[config.mk]
export PLATFORM = sky130hd
export DESIGN_NAME = mem_port_arbiter
export DESIGN_NICKNAME = d
export VERILOG_FILES = /design/src/rtl/mem_port_arbiter_pkg.sv /design/src/rtl/mem_port_arbiter_rr_pick2.sv /design/src/rtl/mem_port_arbiter.sv
export SDC_FILE = /design/constraint.sdc
export NUM_CORES = 1
export LEC_CHECK = 0
export CORE_MARGIN = 2
export CORE_UTILIZATION = 35
export DETAILED_ROUTE_END_ITERATION = 10
export PLACE_DENSITY = 0.71
export SYNTH_ARGS = -nofsm -noshare
export SYNTH_HDL_FRONTEND = slang
export SYNTH_SLANG_ARGS = --single-unit
[constraint.sdc]
create_clock -name clk -period 4.16 [get_ports clk]
set_clock_uncertainty 0.05 [all_clocks]
set_input_delay 0.832 -clock clk [delete_from_list [all_inputs] [get_ports clk]]
set_output_delay 0.832 -clock clk [all_outputs]
set_load 0.01 [all_outputs]
[src/rtl/mem_port_arbiter_pkg.sv]
// mem_port_arbiter_pkg: shared FSM state encoding and port IDs for the memory port arbiter
package mem_port_arbiter_pkg;
  typedef enum logic [1:0] {
    ST_IDLE  = 2'd0,
    ST_ISSUE = 2'd1,
    ST_WAIT  = 2'd2,
    ST_DONE  = 2'd3
  } state_t;
  localparam logic PORT_I = 1'b0;
  localparam logic PORT_D = 1'b1;
endpackage

[src/rtl/mem_port_arbiter_rr_pick2.sv]
// mem_port_arbiter_rr_pick2: combinational 2-way round-robin selector
//  i_req, d_req : requests      last_gnt : port granted last (0 = I, 1 = D)
//  any          : some request  win      : winning port (0 = I, 1 = D)
module mem_port_arbiter_rr_pick2 (
  input  logic i_req,
  input  logic d_req,
  input  logic last_gnt,
  output logic any,
  output logic win
);
  assign any = i_req | d_req;
  assign win = (i_req && d_req) ? ~last_gnt : d_req;
endmodule

[src/rtl/mem_port_arbiter.sv]
// mem_port_arbiter: round-robin sharing of one fixed-latency memory port between fetch (I) and load/store (D)
//  clk, reset (async, active low)
//  I side : i_req, i_addr -> i_ack, i_rdata
//  D side : d_req, d_we, d_addr, d_wdata -> d_ack, d_rdata
//  memory : mem_en, mem_we, mem_addr, mem_wdata -> mem_rdata (valid MEM_LAT cycles after mem_en)
//  ARB_STATS_EN : adds saturating counters stat_i_gnt, stat_d_gnt, stat_conflict
module mem_port_arbiter
  import mem_port_arbiter_pkg::*;
#(
  parameter int AW      = 8,
  parameter int DW      = 16,
  parameter int MEM_LAT = 1
) (
  input  logic          clk,
  input  logic          reset,
  input  logic          i_req,
  input  logic [AW-1:0] i_addr,
  output logic          i_ack,
  output logic [DW-1:0] i_rdata,
  input  logic          d_req,
  input  logic          d_we,
  input  logic [AW-1:0] d_addr,
  input  logic [DW-1:0] d_wdata,
  output logic          d_ack,
  output logic [DW-1:0] d_rdata,
  output logic          mem_en,
  output logic          mem_we,
  output logic [AW-1:0] mem_addr,
  output logic [DW-1:0] mem_wdata,
`ifdef ARB_STATS_EN
  output logic [15:0]   stat_i_gnt,
  output logic [15:0]   stat_d_gnt,
  output logic [15:0]   stat_conflict,
`endif
  input  logic [DW-1:0] mem_rdata
);
  localparam logic [2:0] LAT_M1 = 3'(MEM_LAT - 1);
  state_t state_q, state_d;
  logic win_q, win_d, last_q, last_d, any, win;
  logic [2:0] cnt_q, cnt_d;
  logic mem_en_q, mem_en_d, mem_we_q, mem_we_d, i_ack_q, i_ack_d, d_ack_q, d_ack_d;
  logic [AW-1:0] mem_addr_q, mem_addr_d;
  logic [DW-1:0] mem_wdata_q, mem_wdata_d, i_rdata_q, i_rdata_d, d_rdata_q, d_rdata_d;
  mem_port_arbiter_rr_pick2 u_pick (
    .i_req   (i_req),
    .d_req   (d_req),
    .last_gnt(last_q),
    .any     (any),
    .win     (win)
  );
  always_comb begin
    state_d     = state_q;
    win_d       = win_q;
    last_d      = last_q;
    cnt_d       = cnt_q;
    mem_en_d    = 1'b0;
    mem_we_d    = mem_we_q;
    mem_addr_d  = mem_addr_q;
    mem_wdata_d = mem_wdata_q;
    i_ack_d     = 1'b0;
    d_ack_d     = 1'b0;
    i_rdata_d   = i_rdata_q;
    d_rdata_d   = d_rdata_q;
    case (state_q)
      ST_IDLE: if (any) begin
        state_d     = ST_ISSUE;
        win_d       = win;
        last_d      = win;
        mem_en_d    = 1'b1;
        mem_we_d    = (win == PORT_D) && d_we;
        mem_addr_d  = (win == PORT_D) ? d_addr : i_addr;
        mem_wdata_d = (win == PORT_D) ? d_wdata : '0;
      end
      ST_ISSUE: begin
        state_d = ST_WAIT;
        cnt_d   = LAT_M1;
      end
      ST_WAIT: if (cnt_q == 3'd0) begin
        // read data is on mem_rdata this cycle; ack and data become visible together
        state_d   = ST_DONE;
        i_ack_d   = win_q == PORT_I;
        d_ack_d   = win_q == PORT_D;
        i_rdata_d = (win_q == PORT_I) ? mem_rdata : i_rdata_q;
        d_rdata_d = (win_q == PORT_D && !mem_we_q) ? mem_rdata : d_rdata_q;
      end else begin
        cnt_d = cnt_q - 3'd1;
      end
      default: state_d = ST_IDLE;
    endcase
  end
  always_ff @(posedge clk or negedge reset) begin
    if (!reset) begin
      state_q     <= ST_IDLE;
      win_q       <= PORT_I;
      last_q      <= PORT_D;
      cnt_q       <= '0;
      mem_en_q    <= 1'b0;
      mem_we_q    <= 1'b0;
      mem_addr_q  <= '0;
      mem_wdata_q <= '0;
      i_ack_q     <= 1'b0;
      d_ack_q     <= 1'b0;
      i_rdata_q   <= '0;
      d_rdata_q   <= '0;
    end else begin
      state_q     <= state_d;
      win_q       <= win_d;
      last_q      <= last_d;
      cnt_q       <= cnt_d;
      mem_en_q    <= mem_en_d;
      mem_we_q    <= mem_we_d;
      mem_addr_q  <= mem_addr_d;
      mem_wdata_q <= mem_wdata_d;
      i_ack_q     <= i_ack_d;
      d_ack_q     <= d_ack_d;
      i_rdata_q   <= i_rdata_d;
      d_rdata_q   <= d_rdata_d;
    end
  end
  assign mem_en    = mem_en_q;
  assign mem_we    = mem_we_q;
  assign mem_addr  = mem_addr_q;
  assign mem_wdata = mem_wdata_q;
  assign i_ack     = i_ack_q;
  assign d_ack     = d_ack_q;
  assign i_rdata   = i_rdata_q;
  assign d_rdata   = d_rdata_q;
`ifdef ARB_STATS_EN
  logic grant, conflict;
  logic [15:0] stat_i_gnt_q, stat_i_gnt_d, stat_d_gnt_q, stat_d_gnt_d, stat_conflict_q, stat_conflict_d;
  // counters stick at all-ones instead of wrapping
  always_comb begin
    grant           = state_q == ST_IDLE && any;
    conflict        = state_q == ST_IDLE && i_req && d_req;
    stat_i_gnt_d    = stat_i_gnt_q + 16'(grant && win == PORT_I && stat_i_gnt_q != 16'hFFFF);
    stat_d_gnt_d    = stat_d_gnt_q + 16'(grant && win == PORT_D && stat_d_gnt_q != 16'hFFFF);
    stat_conflict_d = stat_conflict_q + 16'(conflict && stat_conflict_q != 16'hFFFF);
  end
  always_ff @(posedge clk or negedge reset) begin
    if (!reset) begin
      stat_i_gnt_q    <= '0;
      stat_d_gnt_q    <= '0;
      stat_conflict_q <= '0;
    end else begin
      stat_i_gnt_q    <= stat_i_gnt_d;
      stat_d_gnt_q    <= stat_d_gnt_d;
      stat_conflict_q <= stat_conflict_d;
    end
  end
  assign stat_i_gnt    = stat_i_gnt_q;
  assign stat_d_gnt    = stat_d_gnt_q;
  assign stat_conflict = stat_conflict_q;
`endif
endmodule
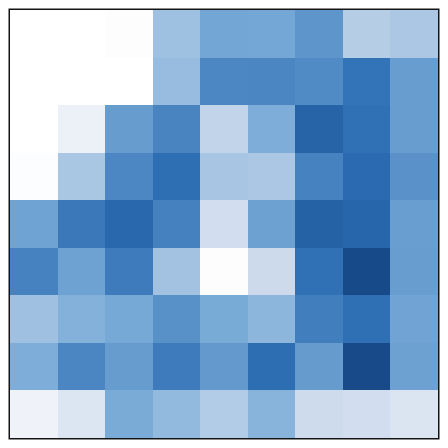
**Above:** run 1 (cell area per tile).
9 x 9 tiles, from white (low) to dark blue (high), 0 to 100% covered.
densest ninth of the die: east
emptiest ninth of the die: north-west
mean over tiles: 47%
fullest tile: 90%
post-layout util: 0.542
fp util: 0.357
Core Region: 7650 um^2

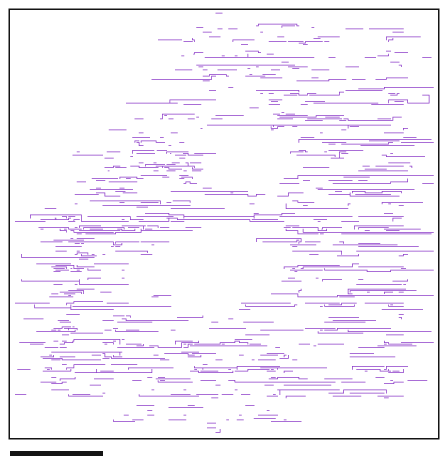
**Above:** run 1 (met1 routing).
Scale bar: 20 um.
share of all routed wire: 48%
longest straight run: 39.6 um
nets with wire on the layer: 305
wire length on this layer: 2,890 um

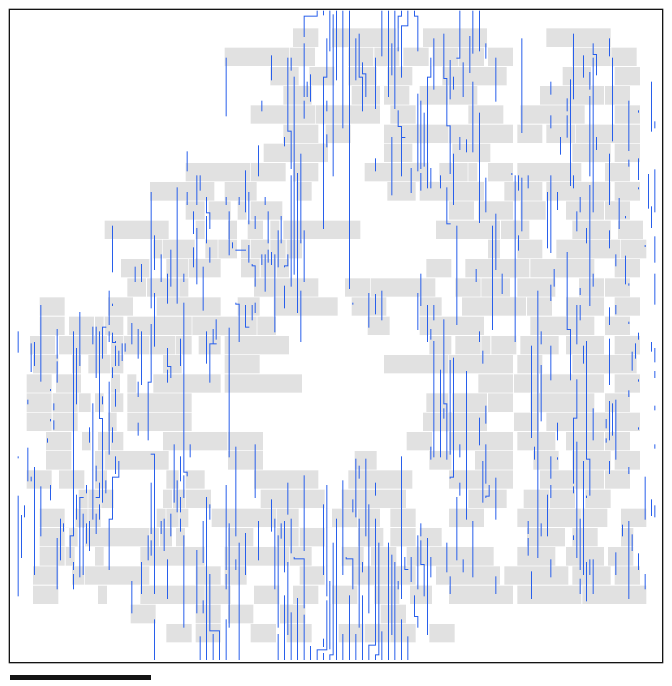
**Above:** run 1 (the metal 2 layer).
Scale bar: 20 um.
longest straight run: 39.3 um
nets with wire on the layer: 331
routing usage on met2: 0.209
DR vias: 1,904
Post-Route WL: 6.01 mm

==> flow_summary_export.csv, run 1 <==
group,metric,value,unit
run_status,outcome,"complete, no violations",
synthesis,yosysWarnings,0,
worst_setup_path,arrival,2500,ps
synthesis,synth_area_per_cell,14.2,um^2
clock_tree,cts_resized,0,
job,warnings,28,
final_layout,regArea,1680,um^2
worst_setup_path,critPathLaunch,"cnt_q[0]",
clock_tree,tritoncts,"built",
placed_design,dp_hpwl,4.28,mm
worst_setup_path,cp-end-kind,"register",
floorplanning,die_y,92.3,um
final_timing,slew_viol_final,0,
worst_setup_path,reg2regPathDepth,6,
synthesis,syn-instance-count,192,
worst_setup_path,r2r-end,"d_rdata[4]",
clock_tree,ctsRootBufferMaster,"clkbuf_8",
final_timing,hold_viol,0,
final_layout,insertedDiodeCount,0,
grt,grt-busiest-layer,"met1",
floorplanning,std_cell_rows,32,
detailed_routing,routed_via_density,4.59,
power,power.density,777,nW/um^2
detailed_routing,wire_per_inst,14.5,um
final_layout,fill_cells,663,
placed_design,port_buffers,112,
worst_setup_path,cp-start-kind,"register",
worst_setup_path,worstSetupEndpoint,"d_rdata[4]",
worst_hold_path,min_path_type,"in2async",
final_layout,logic_area,953,um^2
clock_tree,htree_levels,3,
clock_tree,max-clock-path-buffers,2,
synthesis,topCellsByArea,"dfrtp_1 (60%), mux2_4 (10%), mux2_2 (5.8%)",
synthesis,synthesis.area,2730,um^2
synthesis,top_area_cell,"dfrtp_1",
clock_tree,cts_hold_buf,0,
final_timing,fin_setup_tns,0,ps
worst_setup_path,cp.required,4330,ps
detailed_routing,drtIter0Drc,36,
synthesis,yosysUniqueCellTypes,31,
placed_design,numPlacedInstances,399,
clock_tree,postCtsSetupBuffers,0,
job,cap_violations,0,
placed_design,gp_congestion,0.674,
synthesis,top_cell_area_share,0.605,
worst_setup_path,r2r-start,"cnt_q[0]",
floorplanning,num_io_pins,113,
synthesis,syn_nets,250,
synthesis,synth_flops,67,
final_timing,setup_viol,0,
detailed_routing,drc,0,
synthesis,ys_cells,192,
final_layout,areaGrowthSynthToFinish,51.8,%
final_timing,rsz0062_at_grt,"false",
floorplanning,chip_area,8520,um^2
power,ir_drop,0.338,mV
synthesis,synth-edff-count,0,
grt,antenna_found_initial,0,
synthesis,yosys-top-cells-count,"dfrtp_1 (66), mux2_4 (19), a22o_1 (17), a21oi_1 (16), mux2_2 (14)",
grt,grt_use_total,0.150,
final_layout,nets,366,
synthesis,ys_seq_frac,0.615,
clock_tree,clkLatencyLatePin,330,ps
detailed_routing,ant_nets,0,
floorplanning,fp.dieW,92.3,um
clock_tree,clk_pin_slew,70,ps
worst_setup_path,critical_path_peak_fanout,16,
clock_tree,cts_buffers,9,
grt,grt_pass1_wl,9.82,mm
final_timing,maxSlewHeadroom,0.310,
grt,grt_pass1_vias,1964,
final_timing,post-route-min-period,2330,ps
worst_setup_path,r2r_slack,1830,ps
final_layout,fin_cells,415,
final_layout,drive_gt1_frac,0.176,
## run 1: flip-flops by register name, summed over array words and instances (netlist names)
signal / flops
d_rdata: 16
i_rdata: 16
mem_wdata: 16
mem_addr: 8
cnt_q: 3
state_q: 2
d_ack: 1
i_ack: 1
last_q: 1
mem_en: 1
mem_we: 1
win_q: 1
## run 1: cell families (layout without fill, tap and decap cells)
group | after synthesis | in the layout | synth area share
compound gates | 44 | 44 | 0.120
fa+ha+maj | 5 | 5 | 0.0229
buf+inv | 16 | 137 | 0.0362
flops | 67 | 67 | 0.615
mux | 33 | 33 | 0.162
simple gates | 27 | 27 | 0.0445
## run 1: cell usage in the layout (no fill, tap or decap), drive strengths merged, types with 2 or more instances in the layout
cell / synthesis / routed
a21boi: 2 / 2
a21o: 3 / 3
a21oi: 16 / 16
a22o: 17 / 17
buf: 8 / 3
bufinv: 0 / 2
clkbuf: 1 / 12
clkdlybuf4s50: 0 / 111
clkinv: 1 / 2
dfrtp: 66 / 66
ha: 5 / 5
inv: 6 / 6
mux2: 33 / 33
nand2: 9 / 9
nand2b: 3 / 3
nor2: 10 / 10
o21ai: 2 / 2
## run 1: routing by layer
layer	vias up	routed length (um)
li1	911	-
met1	905	2890
met2	79	2630
met3	9	402
met4	0	83
met5	-	0
## run 1: worst max-delay path, cell delays in order, from the launching register on
cell,delay (ps)
dfrtp_1,360
inv_1,50
ha_1,190
ha_1,220
and3_1,200
nand2b_1,730
mux2_2,420
## run 1: worst min-delay path by stage
stage                        start          end  slack, ps  depth (start not counted)
final                        reset  i_rdata[11]        390                          1
after global routing         reset  d_rdata[13]        410                          1
after CTS                    reset  i_rdata[11]        380                          1
after detailed placement  cnt_q[1]     cnt_q[1]        430                          1
after global placement    cnt_q[1]     cnt_q[1]        430                          1
after floorplan           cnt_q[1]     cnt_q[1]        410                          1
## run 1: metrics by stage
| stage | instance area [um^2] | hold slack, ps | power (mW) | utilization | setup WS [ps] |
|---|---|---|---|---|---|
| floorplan | 2730 | 406 | 1.90 | - | 2390 |
| global placement | 3920 | 426 | 2.61 | 0.512 | 1560 |
| detailed placement | 3920 | 433 | 2.64 | 0.512 | 1460 |
| CTS | 4140 | 384 | 3.26 | 0.542 | 1810 |
| global route | 4140 | 406 | 3.43 | 0.542 | 1700 |
| finish | 4140 | 389 | 3.22 | 0.542 | 1830 |
## run 1: power breakdown
| group | leakage [nW] | switching [mW] | internal (mW) |
|---|---|---|---|
| clock | 0.113 | 0.236 | 0.370 |
| sequential | 0.812 | 0.173 | 0.969 |
| combinational | 0.940 | 0.550 | 0.923 |
## run 1: cell type report
type,instances,area share
timing repair buffer,114,0.273
sequential,67,0.405
multi-input combinational,109,0.230
inverter,7,0.00634
clock buffer,12,0.0374
tap,102,0.0308
clock inverter,4,0.0175
==> run 2, diff against run 1 <==
Settings changed: PLACE_DENSITY 0.71 to 0.73.
Clock period 4.16 ns to 2.05 ns, I/O delays scaled along.
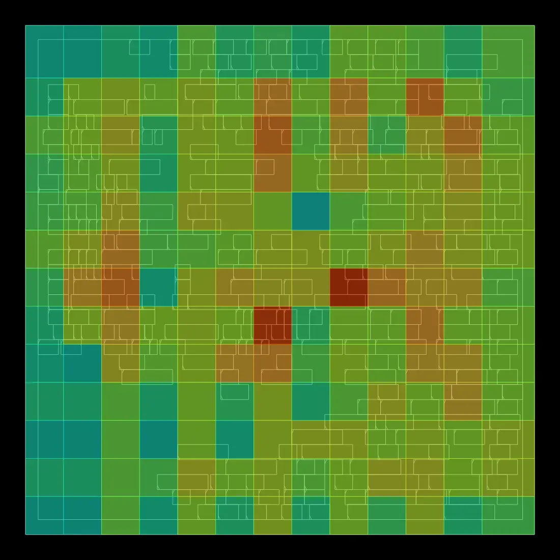
**Above:** run 2 (routing congestion map).
routing usage on met2: 0.230
grt peak-use layer: met2
post-layout util: 0.554
routed length per instance: 15.0 um

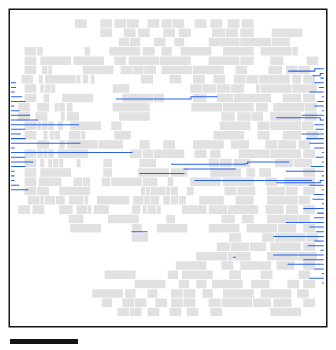
**Above:** run 2 (metal 3).
Scale bar: 20 um.
longest straight run: 35.2 um
share of all routed wire: 7.4%
main direction: horizontal
DR vias: 1,939
GRT met3 Usage: 0.0570
Post-Route WL: 6.30 mm

==> run 2 against run 1 <==
Net effect:
- sequential power grew 100%
- core utilization grew 1.2 points
- synthesized cell count is the same
- routed wire length grew 4.8%
- final cell count grew 1.4%
- maximum frequency grew 28%
- critical path type unchanged
==> flow_summary_export.csv, run 2 <==
group,metric,value,unit
clock_tree,clk_pin_slew,70,ps
grt,antenna_found_initial,0,
synthesis,yosysUniqueCellTypes,31,
final_timing,slew_viol_final,0,
placed_design,postPlaceCellArea,4010,um^2
synthesis,synth-edff-count,0,
synthesis,top_cell_area_share,0.605,
synthesis,ys_sh_adder,0.0229,
final_layout,insertedDiodeCount,0,
synthesis,ys_seq_frac,0.615,
detailed_routing,drc,0,
synthesis,syn-instance-count,192,
final_timing,maxSlewHeadroom,0.797,
final_timing,post-route-min-period,1830,ps
detailed_routing,ant_nets,0,
synthesis,synthAoiAreaFrac,0.120,
floorplanning,fp.dieW,92.3,um
clock_tree,cts_buffers,9,
run_status,outcome,"complete, no violations",
final_timing,hold_viol,0,
worst_hold_path,min_path_type,"in2async",
worst_setup_path,cp-start-kind,"register",
final_timing,setup_viol,0,
final_timing,fin_setup_tns,0,ps
clock_tree,tritoncts,"built",
job,warnings,28,
grt,grt_pass1_wl,10.3,mm
final_layout,fin_area,4230,um^2
clock_tree,clkLatencyLatePin,330,ps
clock_tree,cts_hold_buf,0,
final_layout,fill_cells,648,
final_layout,final_common_cell,"clkdlybuf4s50_1",
synthesis,syn_nets,250,
power,power.density,1570,nW/um^2
clock_tree,htree_levels,3,
floorplanning,std_cell_rows,32,
synthesis,top_area_cell,"dfrtp_1",
clock_tree,ctsRootBufferMaster,"clkbuf_8",
worst_setup_path,cp.required,2220,ps
synthesis,topCellsByArea,"dfrtp_1 (60%), mux2_4 (10%), mux2_2 (5.8%)",
clock_tree,max-clock-path-buffers,2,
final_layout,areaGrowthSynthToFinish,55.1,%
synthesis,yosys-top-cells-count,"dfrtp_1 (66), mux2_4 (19), a22o_1 (17), a21oi_1 (16), mux2_2 (14)",
placed_design,gp_congestion,0.730,
floorplanning,num_io_pins,113,
synthesis,ys_sh_simple,0.0445,
final_layout,logic_area,953,um^2
final_timing,worst_pin_slew,305,ps
power,power,6.64,mW
floorplanning,die_y,92.3,um
floorplanning,coreArea,7650,um^2
grt,grt_pass1_vias,1988,
grt,grt_use_total,0.156,
floorplanning,initial_core_util,0.357,
final_timing,rsz0062_at_grt,"false",
synthesis,synthTopLogicFamily,"multiplexers",
final_layout,nets,372,
placed_design,dp_hpwl,4.61,mm
grt,grt_overflow,0,
detailed_routing,routed_via_density,4.61,
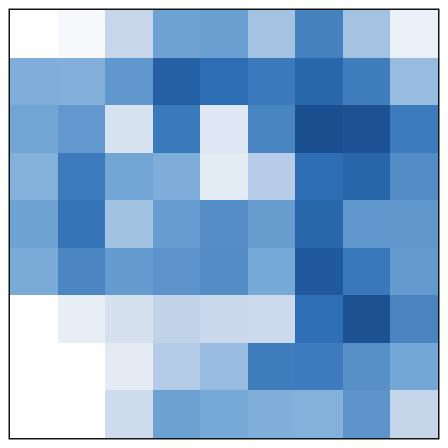
**Above:** run 2 (cell area per tile).
9 x 9 tiles, from white (low) to dark blue (high), 0 to 100% covered.
mean over tiles: 48%
emptiest ninth of the die: south-west
fullest tile: 88%
densest ninth of the die: east

==> run 2: cell counts after synthesis <==
Identical to the previous run, type by type.
==> run 2: cell type report <==
cell class,instances,share of cell area
clock buffer,9,0.0293
multi-input combinational,109,0.225
tap,102,0.0301
clock inverter,7,0.0233
inverter,7,0.00621
sequential,67,0.396
timing repair buffer,120,0.290
==> run 2: power by group <==
group	switching [mW]	total, mW	internal [mW]	leakage (nW)
Sequential	0.357	2.32	1.97	0.812
Combinational	1.16	3.11	1.95	0.987
Clock	0.512	1.20	0.693	0.110
Total	2.03	6.64	4.61	1.91
==> run 2: kinds of logic (layout without fill, tap and decap cells) <==
| family | Yosys count | after routing |
|---|---|---|
| compound gates | 44 | 44 |
| fa+ha+maj | 5 | 5 |
| buf+inv | 16 | 143 |
| flops | 67 | 67 |
| mux | 33 | 33 |
| simple gates | 27 | 27 |
==> run 2: metal layers <==
metal | up-vias | wire, um | global-route usage
li1 | 923 | - | -
met1 | 928 | 2970 | 0.214
met2 | 82 | 2790 | 0.230
met3 | 6 | 463 | 0.0570
met4 | 0 | 69 | 0.0522
met5 | - | 0 | 0
==> run 2: worst max-delay path, cell delays in order, from the launching register on <==
cell,delay (ps)
dfrtp_1,370
inv_1,50
ha_1,190
ha_1,220
and3_1,190
nand2b_1,120
buf_12,180
mux2_2,340
==> run 2: worst paths after layout <==
path / endpoint / slack (ps) / startpoint / depth (start not counted)
max reg2reg: d_rdata[3] / 220 / cnt_q[0] / 7
min reg2reg: win_q / 450 / win_q / 1
max: d_rdata[3] / 220 / cnt_q[0] / 7
min: i_rdata[15] / 7 / reset / 2
min in group clk: win_q / 450 / win_q / 1
max in group asynchronous: mem_addr[6] / 1660 / reset / 2
==> run 2: through the flow <==
step	setup slack, ps	std cells	hold WS [ps]	util
detailed placement	202	405	374	0.525
global route	123	421	14.7	0.554
finish	225	421	6.55	0.554
global placement	230	405	367	0.525
CTS	219	421	6.90	0.554
floorplan	277	192	64.4	-
==> run 3, diff against run 2 <==
Settings changed: SYNTH_HIERARCHICAL from default to 1.
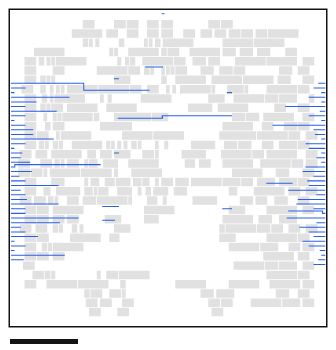
**Above:** run 3 (metal 3).
Scale bar: 20 um.
share of all routed wire: 9.1%
longest straight run: 25.1 um
DR vias: 2,010
GRT met3 Usage: 0.0537
Post-Route WL: 5.83 mm

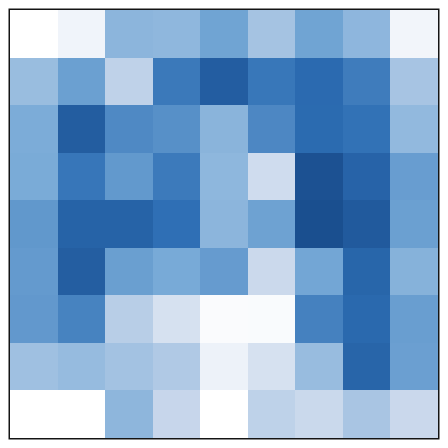
**Above:** run 3 (cell area per tile).
9 x 9 tiles, from white (low) to dark blue (high), 0 to 100% covered.
fp util: 0.359
post-layout util: 0.558

==> run 3 against run 2 <==
Net effect:
- the run now ends with negative hold slack left
- final cell count increased by 5.9%
- synthesized area rose by 0.50%
- combinational power shrank 11%
- count of clock-buffer cells in the layout is 1 higher
- critical path depth down 1
- maximum frequency decreased by 1.2%
- setup slack lost 22 ps
- power down 7.3%
- critical path type unchanged
- highest routed layer unchanged
==> flow_summary_export.csv, run 3 <==
group,metric,value,unit
run_status,outcome,"finished with violations",
run_status,violations,"negative hold slack",
worst_setup_path,cp-start-kind,"register",
synthesis,topCellsByArea,"dfrtp_1 (60%), mux2_2 (9.4%), nand2_1 (6.6%)",
placed_design,pre_cts_slack,182,ps
grt,grt_pass1_vias,2091,
clock_tree,clk_pin_slew,80,ps
detailed_routing,routed_via_density,4.51,
power,ir_drop,0.609,mV
synthesis,top_cell_area_share,0.602,
grt,grt_pass1_wl,9.67,mm
clock_tree,postCtsSetupBuffers,0,
synthesis,yosys-top-cells-count,"dfrtp_1 (66), nand2_1 (48), mux2_2 (23), nand3_1 (17)",
clock_tree,htree_levels,3,
clock_tree,cts_hold_buf,0,
final_timing,fin_setup_tns,0,ps
synthesis,synth_area_per_cell,12.6,um^2
final_timing,hold_slack,-1.23,ps
clock_tree,cts_resized,0,
grt,grt_use_total,0.144,
floorplanning,fp.dieW,92.5,um
floorplanning,num_io_pins,113,
clock_tree,cts_buffers,9,
power,switching_power,1.88,mW
floorplanning,std_cell_rows,32,
synthesis,synthesis.area,2740,um^2
clock_tree,ctsRootBufferMaster,"clkbuf_8",
final_timing,maxSlewHeadroom,0.639,
job,cap_violations,0,
worst_setup_path,critical_path_peak_fanout,5,
synthesis,syn_nets,276,
power,swShare,0.306,
final_layout,drive_gt1_frac,0.180,
power,power.density,1440,nW/um^2
worst_setup_path,cpPeakStageDelay,370,ps
power,p_comb_frac,0.449,
final_timing,slew_viol_final,0,
placed_design,gp_congestion,0.652,
final_layout,layout.cells.most_common_list,"clkdlybuf4s50_1 (111), dfrtp_1 (66), nand2_1 (48)",
synthesis,synth_flops,67,
clock_tree,tritoncts,"built",
worst_setup_path,cp-end-kind,"register",
final_timing,post-route-min-period,1850,ps
detailed_routing,ant_nets,0,
floorplanning,coreArea,7650,um^2
grt,antenna_found_initial,0,
clock_tree,clkLatencyLatePin,330,ps
detailed_routing,wire_per_inst,13.1,um
power,p_clk_frac,0.193,
worst_setup_path,cp.required,2220,ps
power,p_int,4.27,mW
placed_design,port_buffers,112,
final_timing,setup_viol,0,
synthesis,yosysWarnings,6,
job,warnings,28,
worst_setup_path,cp_cell_sequence,"inv_1 -> ha_1 -> ha_1 -> or2b_1 -> a21boi_0 -> mux2_2",
placed_design,dp_hpwl,4.26,mm
synthesis,ys_seq_frac,0.611,
floorplanning,chip_area,8560,um^2
synthesis,yosysUniqueCellTypes,27,
power,pwr-share-seq,0.359,
final_timing,worst_slack,203,ps
final_layout,final_common_cell,"clkdlybuf4s50_1",
clock_tree,max-clock-path-buffers,2,
grt,grt_overflow,0,
worst_hold_path,min_path_type,"in2async",
worst_setup_path,critPathMostFrequentCell,"ha_1",
final_timing,hold_viol,1,
detailed_routing,drtIter0Drc,35,
floorplanning,die_y,92.5,um
synthesis,top_area_cell,"dfrtp_1",
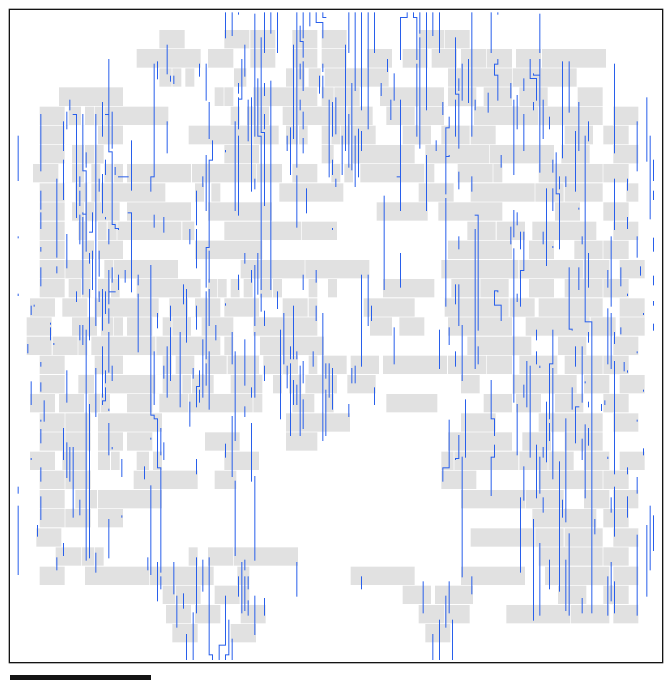
**Above:** run 3 (the metal 2 layer).
Scale bar: 20 um.
routing usage on met2: 0.223

## run 3: netlist changes by cell type after synthesis, moves of 7 or more
| cell | before | now |
|---|---|---|
| mux2_4 | 19 | 10 |
| a22o_1 | 17 | 1 |
| nor2_1 | 10 | 1 |
| nand2_1 | 9 | 48 |
| nand3_1 | 1 | 17 |
| o21ai_0 | 1 | 8 |
| mux2_2 | 14 | 23 |
| a21oi_1 | 16 | 1 |
| mux2i_1 | 0 | 10 |
## run 3: critical path, delay by kind of cell, from the launching register on
family,cells,cell delay (ps)
AND/OR/NAND/NOR,1,180
adder cells (fa/ha/maj),2,410
multiplexers,1,370
AND-OR/OR-AND,1,280
flip-flops,1,360
buffers and inverters,1,90
## run 3: area by class of cell
| type | count | area (um^2) |
|---|---|---|
| timing repair buffer | 120 | 1240 |
| multi-input combinational | 133 | 973 |
| tap | 102 | 128 |
| fill | 663 | 3380 |
| clock buffer | 10 | 128 |
| inverter | 8 | 30.0 |
| clock inverter | 6 | 90.1 |
| sequential | 67 | 1680 |
## run 3: through the flow
stage / hold WS (ps) / power, mW / instances / instance area (um^2)
after global routing: 32.4 / 6.56 / 446 / 4270
final: -1.23 / 6.16 / 446 / 4270
after global placement: 374 / 4.96 / 430 / 4050
after floorplan: 64.4 / 3.53 / 218 / 2740
after detailed placement: 375 / 5.04 / 430 / 4050
after CTS: 6.34 / 6.25 / 446 / 4270
## run 3: power by group through the flow
| stage | registers [mW] | clock network, mW | logic, mW |
|---|---|---|---|
| floorplan | 2.45 | 0 | 1.07 |
| global placement | 2.22 | 0 | 2.75 |
| detailed placement | 2.23 | 0 | 2.81 |
| CTS | 2.21 | 1.23 | 2.81 |
| global route | 2.29 | 1.28 | 2.99 |
| finish | 2.21 | 1.19 | 2.76 |
## run 3: worst paths after layout
check	from	to	slack, ps	depth (start not counted)
setup / recovery	cnt_q[0]	state_q[1]	200	6
hold / removal	reset	d_rdata[13]	-1	1
setup reg to reg	cnt_q[0]	state_q[1]	200	6
hold reg to reg	mem_wdata[14]	mem_wdata[14]	420	2
max in group asynchronous	reset	last_q	1360	2
min in group clk	mem_wdata[14]	mem_wdata[14]	420	2
## run 3: cell families (layout without fill, tap and decap cells)
group / after synthesis / count (layout) / share of synthesized area
simple gates: 71 / 71 / 0.114
flops: 67 / 67 / 0.611
mux: 43 / 43 / 0.186
buf+inv: 18 / 144 / 0.0351
fa+ha+maj: 5 / 5 / 0.0228
compound gates: 14 / 14 / 0.0306
## run 3: routing by layer
metal  GRT usage  part of all wire  vias to the layer above
met2       0.223              0.43                       89
met5           0                 0                        -
li1            -                 -                      977
met3      0.0537             0.091                       11
met1       0.183              0.46                      933
met4      0.0572             0.016                        0
Power and IR drop assume default switching activity.
